==> config.mk <==
export PLATFORM = sky130hd
export DESIGN_NAME = alu64bit_arbiter
export DESIGN_NICKNAME = d
export VERILOG_FILES = /design/src/rtl/alu64bit_arbiter.sv
export SDC_FILE = /design/constraint.sdc
export NUM_CORES = 1
export LEC_CHECK = 0
export CAP_MARGIN = 25
export CORE_AREA = 3 3 209 211
export DETAILED_ROUTE_END_ITERATION = 6
export DIE_AREA = 0 0 212 214
export GPL_TIMING_DRIVEN = 1
export SLEW_MARGIN = 5
export SYNTH_ARGS = -nofsm -noshare
export SYNTH_HDL_FRONTEND = slang
export SYNTH_SLANG_ARGS = --single-unit
==> constraint.sdc <==
create_clock -name clk -period 3.26 [get_ports clk]
set_clock_uncertainty 0.2 [all_clocks]
set_input_delay 0.652 -clock clk [delete_from_list [all_inputs] [get_ports clk]]
set_output_delay 0.652 -clock clk [all_outputs]
set_load 0.05 [all_outputs]
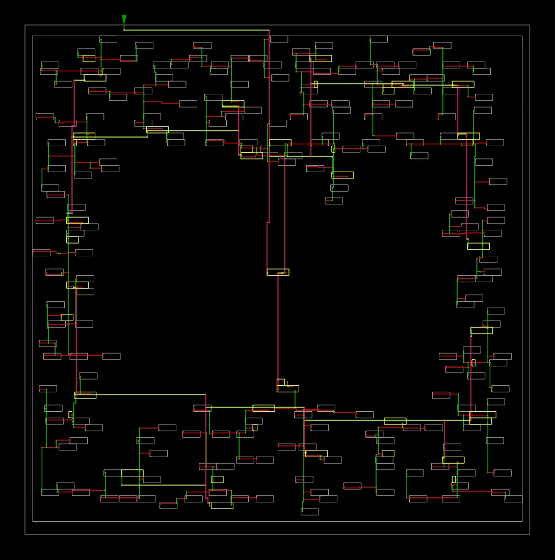
Figure 1: run 1, clock wiring as the flow saved it.
CTS buffer count: 25
sinks on the clock net: 203
clock network latency to the later pin of the worst-skew pair: 530 ps

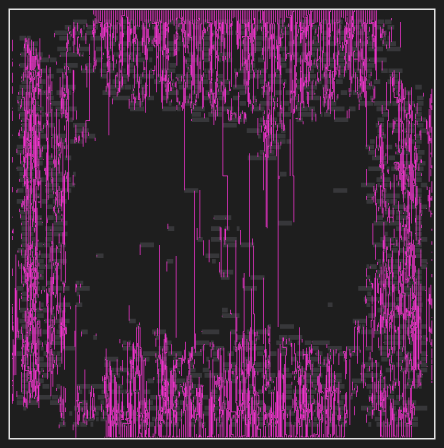
Figure 2: run 1, met2 routing.
Scale: 2 px per um. Cells faint in the background.
- wire length on this layer: 19,600 um
- longest straight run: 92.1 um
- share of all routed wire: 48%
routed wire length: 40,800 um
vias after detailed routing: 10,239
global routing usage on met2: 28.6%

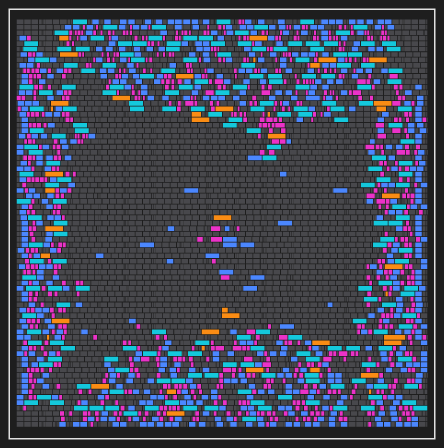
Figure 3: run 1, placed cells, one colour a class.
Scale: 2 px per um. Fill, decap, tap and diode cells in grey.
- other buffers and delay cells: blue (cells 550; share of their area 38%)
- all other logic: magenta (cells 751; share of their area 28%)
- flip-flops: cyan (cells 203; share of their area 28%)
- clock drivers and dummy loads: orange (cells 42; share of their area 5.5%)
sequential cell area share: 26.5%
Core Rows: 75
CORE AREA: 0.0419 mm^2
final core utilization: 36.6%

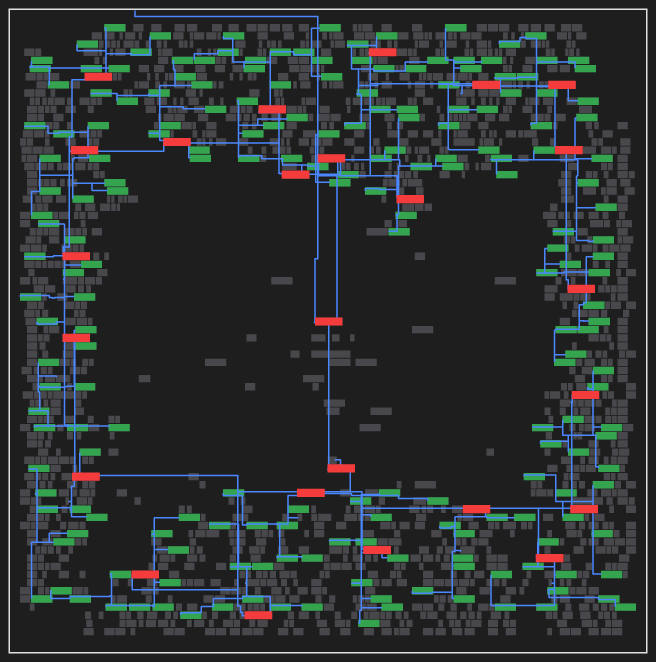
Figure 4: run 1, clock network drawn from the DEF.
Scale: 3 px per um.
- cells driving clock nets: red (count 25)
- flip-flops: green (count 203)
- clock wires: blue (length 3,210 um)
- flops lie: widely spread
- routed clock nets: 26
proportion of power drawn by the clock network: 32.3%
Power Clock: 2.76 mW

==> summary.txt, run 1 <==
Synthesis and PnR results.

- The cell count after synthesis reads roughly 1,100.
- The final sum of negative setup slack reads 0 ps.
- The largest net degree at the start of global routing is roughly 150.
- For this design, Yosys synthesis ends with a cell count of 1,095.
- The OpenROAD warning count reads 44.
- The worst-case clock buffer depth is 3.
- The commonest register cell after synthesis reads sky130_fd_sc_hd__dfxtp_1.
- The maximum fanout along the worst path is 3.
- The final worst hold slack is approximately 250 ps.
- The number of vias per cell after detailed routing is about 5.
- The power after layout reads about 8.5 mW.
- The worst setup path is captured at an output port.
- The run finished with clean final reports.
- The register bit total from synthesis is 203.
- In this run the maximum-capacitance check reported violations numbering 0.
- The dominant delay contributor by cell family on the critical path is buffers and inverters.
- CTS built an H-tree with a depth of 1.
- For reference, the top cells by area after synthesis are sky130_fd_sc_hd__dfxtp_1 (45%), sky130_fd_sc_hd__nor4_1 (17%), sky130_fd_sc_hd__a21oi_1 (11%).
- Data on the critical path is required at its endpoint by about 2400 ps.
- The routed wirelength normalized by instance count is between 15 and 20 um.
- The internal power of the cells totals roughly 5.5 mW.
- The top cell types in the final layout, fill and taps aside, are sky130_fd_sc_hd__clkdlybuf4s50_1 (531), sky130_fd_sc_hd__nor4_1 (236), sky130_fd_sc_hd__dfxtp_1 (203).
- The overall die height reads 214 um.
- The fraction of cell area in multi-input combinational cells is reported as between 20% and 30%.
- The overall die size recorded for this design is between 0.04 and 0.05 mm^2.
- At the worst endpoint, the arrival time is 1920 ps.
- The fraction of power spent switching nets is 35.4%.
- Per the gpl log, the routability congestion estimate is between 0.8 and 0.9.
- Counting flops with a built-in enable in the synthesized netlist gives 0.
- The final count of negative-setup-slack endpoints reads 0.
- The number of global-route vias before repair reads ~10,000.
- By count the netlist is led by sky130_fd_sc_hd__nor4_1 (237), sky130_fd_sc_hd__dfxtp_1 (203), sky130_fd_sc_hd__a21oi_1 (202), sky130_fd_sc_hd__nand2_1 (134), sky130_fd_sc_hd__nor3_1 (132).
- The final setup slack of the worst path reads 484 ps.
- The classification of the worst setup path reads in2out.
- The detailed placer reported the number of placed instances as 2,043.
- The number of well-tap cells placed is 539.
- The complex-gate fraction of the synthesized area is approximately an eighth.
- The Yosys chip area is between 0.008 and 0.009 mm^2.
- The flip-flop and latch area is just over 0.004 mm^2.
- STA classifies the critical path startpoint as an input pin.
- The post-synthesis share of cell area spent on xor and xnor gates reads 0%.
- The post-synthesis simple-gate area fraction reads 34.0%.
- Setup slack on the worst reg-to-reg path comes out at between 1000 and 1500 ps.
- The final antenna diode count reads 2.
- The initial core utilization reads a little over a fifth.
- Once detail routing completed, the nets flagged for antenna violations numbered 0.
[run 1: routing by layer]
metal / wire, um / track usage (%) / up-vias
met5: 42 / 0 / -
met4: 1350 / 5.92 / 6
met3: 3150 / 4.31 / 88
met2: 19600 / 28.6 / 387
met1: 16700 / 20.8 / 4816
li1: - / - / 4942
[run 1: power by group through the flow]
stage	logic [mW]	registers, mW	clock network (mW)
final	2.87	2.90	2.76
after global routing	3.03	2.93	2.93
after CTS	2.89	2.90	2.84
after detailed placement	2.89	2.95	0
after global placement	2.87	2.94	0
after floorplan	0.851	3.82	0
Figure 5. I/O pins on the die edge (run 1).
Scale: 1 px per um. Pins as bars across the die edge, other pins in grey.
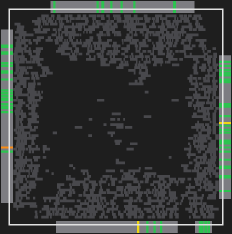

--- run 2 (diff from run 1) ---
--- a/config.mk
+++ b/config.mk
@@ -5,10 +5,11 @@
 export SDC_FILE = /design/constraint.sdc
 export NUM_CORES = 1
 export LEC_CHECK = 0
+export ABC_AREA = 1
 export CAP_MARGIN = 25
-export CORE_AREA = 3 3 209 211
+export CORE_AREA = 3 3 208 210
 export DETAILED_ROUTE_END_ITERATION = 6
-export DIE_AREA = 0 0 212 214
+export DIE_AREA = 0 0 211 213
 export GPL_TIMING_DRIVEN = 1
 export SLEW_MARGIN = 5
 export SYNTH_ARGS = -nofsm -noshare
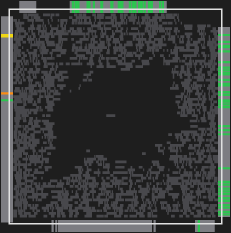
Figure 6: run 2, I/O pins on the die edge.
Scale: 1 px per um. Pins as bars across the die edge, other pins in grey.
- req_b0: green (pins 64; direction input; edge 34 right, 28 top, 1 bottom, 1 left)
- alu_cin: orange (pins 1; direction output; edge left)
- req_ready: yellow (pins 2; direction output; edge left)
die height: 213 um
overall die width: 211 um
number of buffer cells added on primary ports: 534

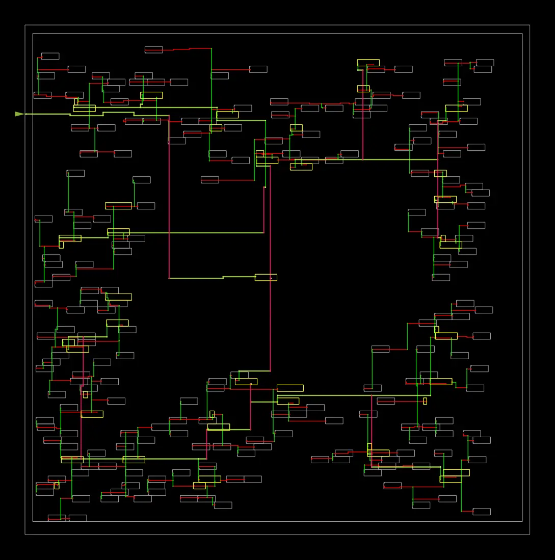
Figure 7: run 2, clock wiring as the flow saved it.
clock buffer count in the final layout: 33
sequential cell count: 203

==> summary.txt, run 2 <==
Synthesis and PnR results.

- The flow ran to the end, and the final reports show no timing, DRC or antenna violations.
- The power after layout came to 8.80 mW (+3.2%).
- The combinational share of cell area reads 27.3% (+0.26 points).
- The final worst hold slack reads 275 ps (+23.1 ps).
- The startpoint type of the worst setup path reads an input pin.
- The met1 global-route usage is 21.4% (+0.61 points).
- The synthesis report lists the most area-consuming cells as sky130_fd_sc_hd__dfxtp_1 (37%), sky130_fd_sc_hd__nand2_1 (18%), sky130_fd_sc_hd__inv_1 (13%).
- The final standard cell utilization of the core came to 41.8% (+5.3 points).
- The final sum of negative setup slack came to 0 ps (unchanged).
- The clock group share of total power was 33.9% (+1.6 points).
- The placed instance count reads 2,833 (+39%).
- The internal power of the cells came to 5.71 mW (+3.6%).
- The antenna violation net count after detailed routing is 0 (unchanged).
- The register bit total from synthesis is 203 (unchanged).
- The number of sinks handled by clock tree synthesis is 203 (unchanged).
- The count of H-tree levels built during CTS is 1 (unchanged).
- The register share of the cell area is 23.3% (-3.2 points).
- In the layout the commonest cells are sky130_fd_sc_hd__nand2_1 (535), sky130_fd_sc_hd__clkdlybuf4s50_1 (531), sky130_fd_sc_hd__inv_1 (385).
- The clock insertion delay at the later pin of the skew report was 530 ps (about the same).
- The required time of the worst setup path reads 2410 ps (about the same).
- The highest routed metal layer is met5.
- The count of max-cap constraint violations is 0 (unchanged).
- met2 is the most crowded layer.
- The power dissipated in the clock network came to 2.98 mW (+8.0%).
- The fraction of power spent switching nets reads 35.1% (-0.25 points).
- The OpenROAD warning count is 36 (-18%).
- The Yosys chip area is 0.0109 mm^2 (+22%).
- The final setup slack of the worst path is 419 ps (-64.7 ps).
- The placeable core area reads 0.0418 mm^2 (-0.45%).
- The cell row count reads 75 (unchanged).
- The number of vias per cell after detailed routing was 4.30 (-12%).
- The overall chip area was 0.0449 mm^2 (-0.94%).
- The commonest register cell after synthesis is sky130_fd_sc_hd__dfxtp_1.
- Sorting the synthesized cells by how often they occur yields sky130_fd_sc_hd__nand2_1 (535), sky130_fd_sc_hd__inv_1 (386), sky130_fd_sc_hd__nor2_1 (270), sky130_fd_sc_hd__nand3_1 (265), sky130_fd_sc_hd__dfxtp_1 (203).
- The final count of negative-setup-slack endpoints is 0 (unchanged).
- The number of global-route vias before repair is 11,725 (+15%).
- The flip-flop and latch area came to 0.00406 mm^2 (unchanged).
- The total length of routed met3 wires reads 3510 um (+12%).
- The data arrival time of the critical path is 1990 ps (+70 ps).
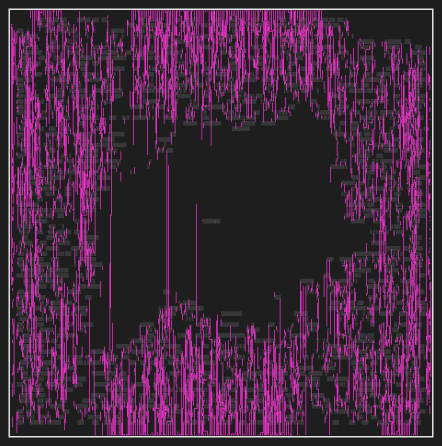
Figure 8: run 2, met2 routing.
Scale: 2 px per um. Cells faint in the background.
- longest straight run: 130 um
- wire length on this layer: 20.4 mm
routed wire length: 42,200 um
vias after detailed routing: 12,382

==> run 2: cell count changes after synthesis, sizes merged, moves of 19 or more <==
| cell | delta |
|---|---|
| a21oi | -199 |
| nor3 | -131 |
| nand2 | +404 |
| nand3 | +265 |
| nor4 | -263 |
| inv | +386 |
| buf | -19 |
| nor2 | +269 |
| o21ai | +63 |
==> run 2: cells by family (layout without fill, tap and decap cells) <==
kind of cell / count (synthesis) / count (layout) / share of synthesized area, %
AND/OR/NAND/NOR: 1074 / 1074 / 40.2
buffers and inverters: 523 / 993 / 19.2
flip-flops: 203 / 203 / 37.4
AND-OR/OR-AND: 69 / 69 / 3.23
Power and IR drop assume default switching activity.
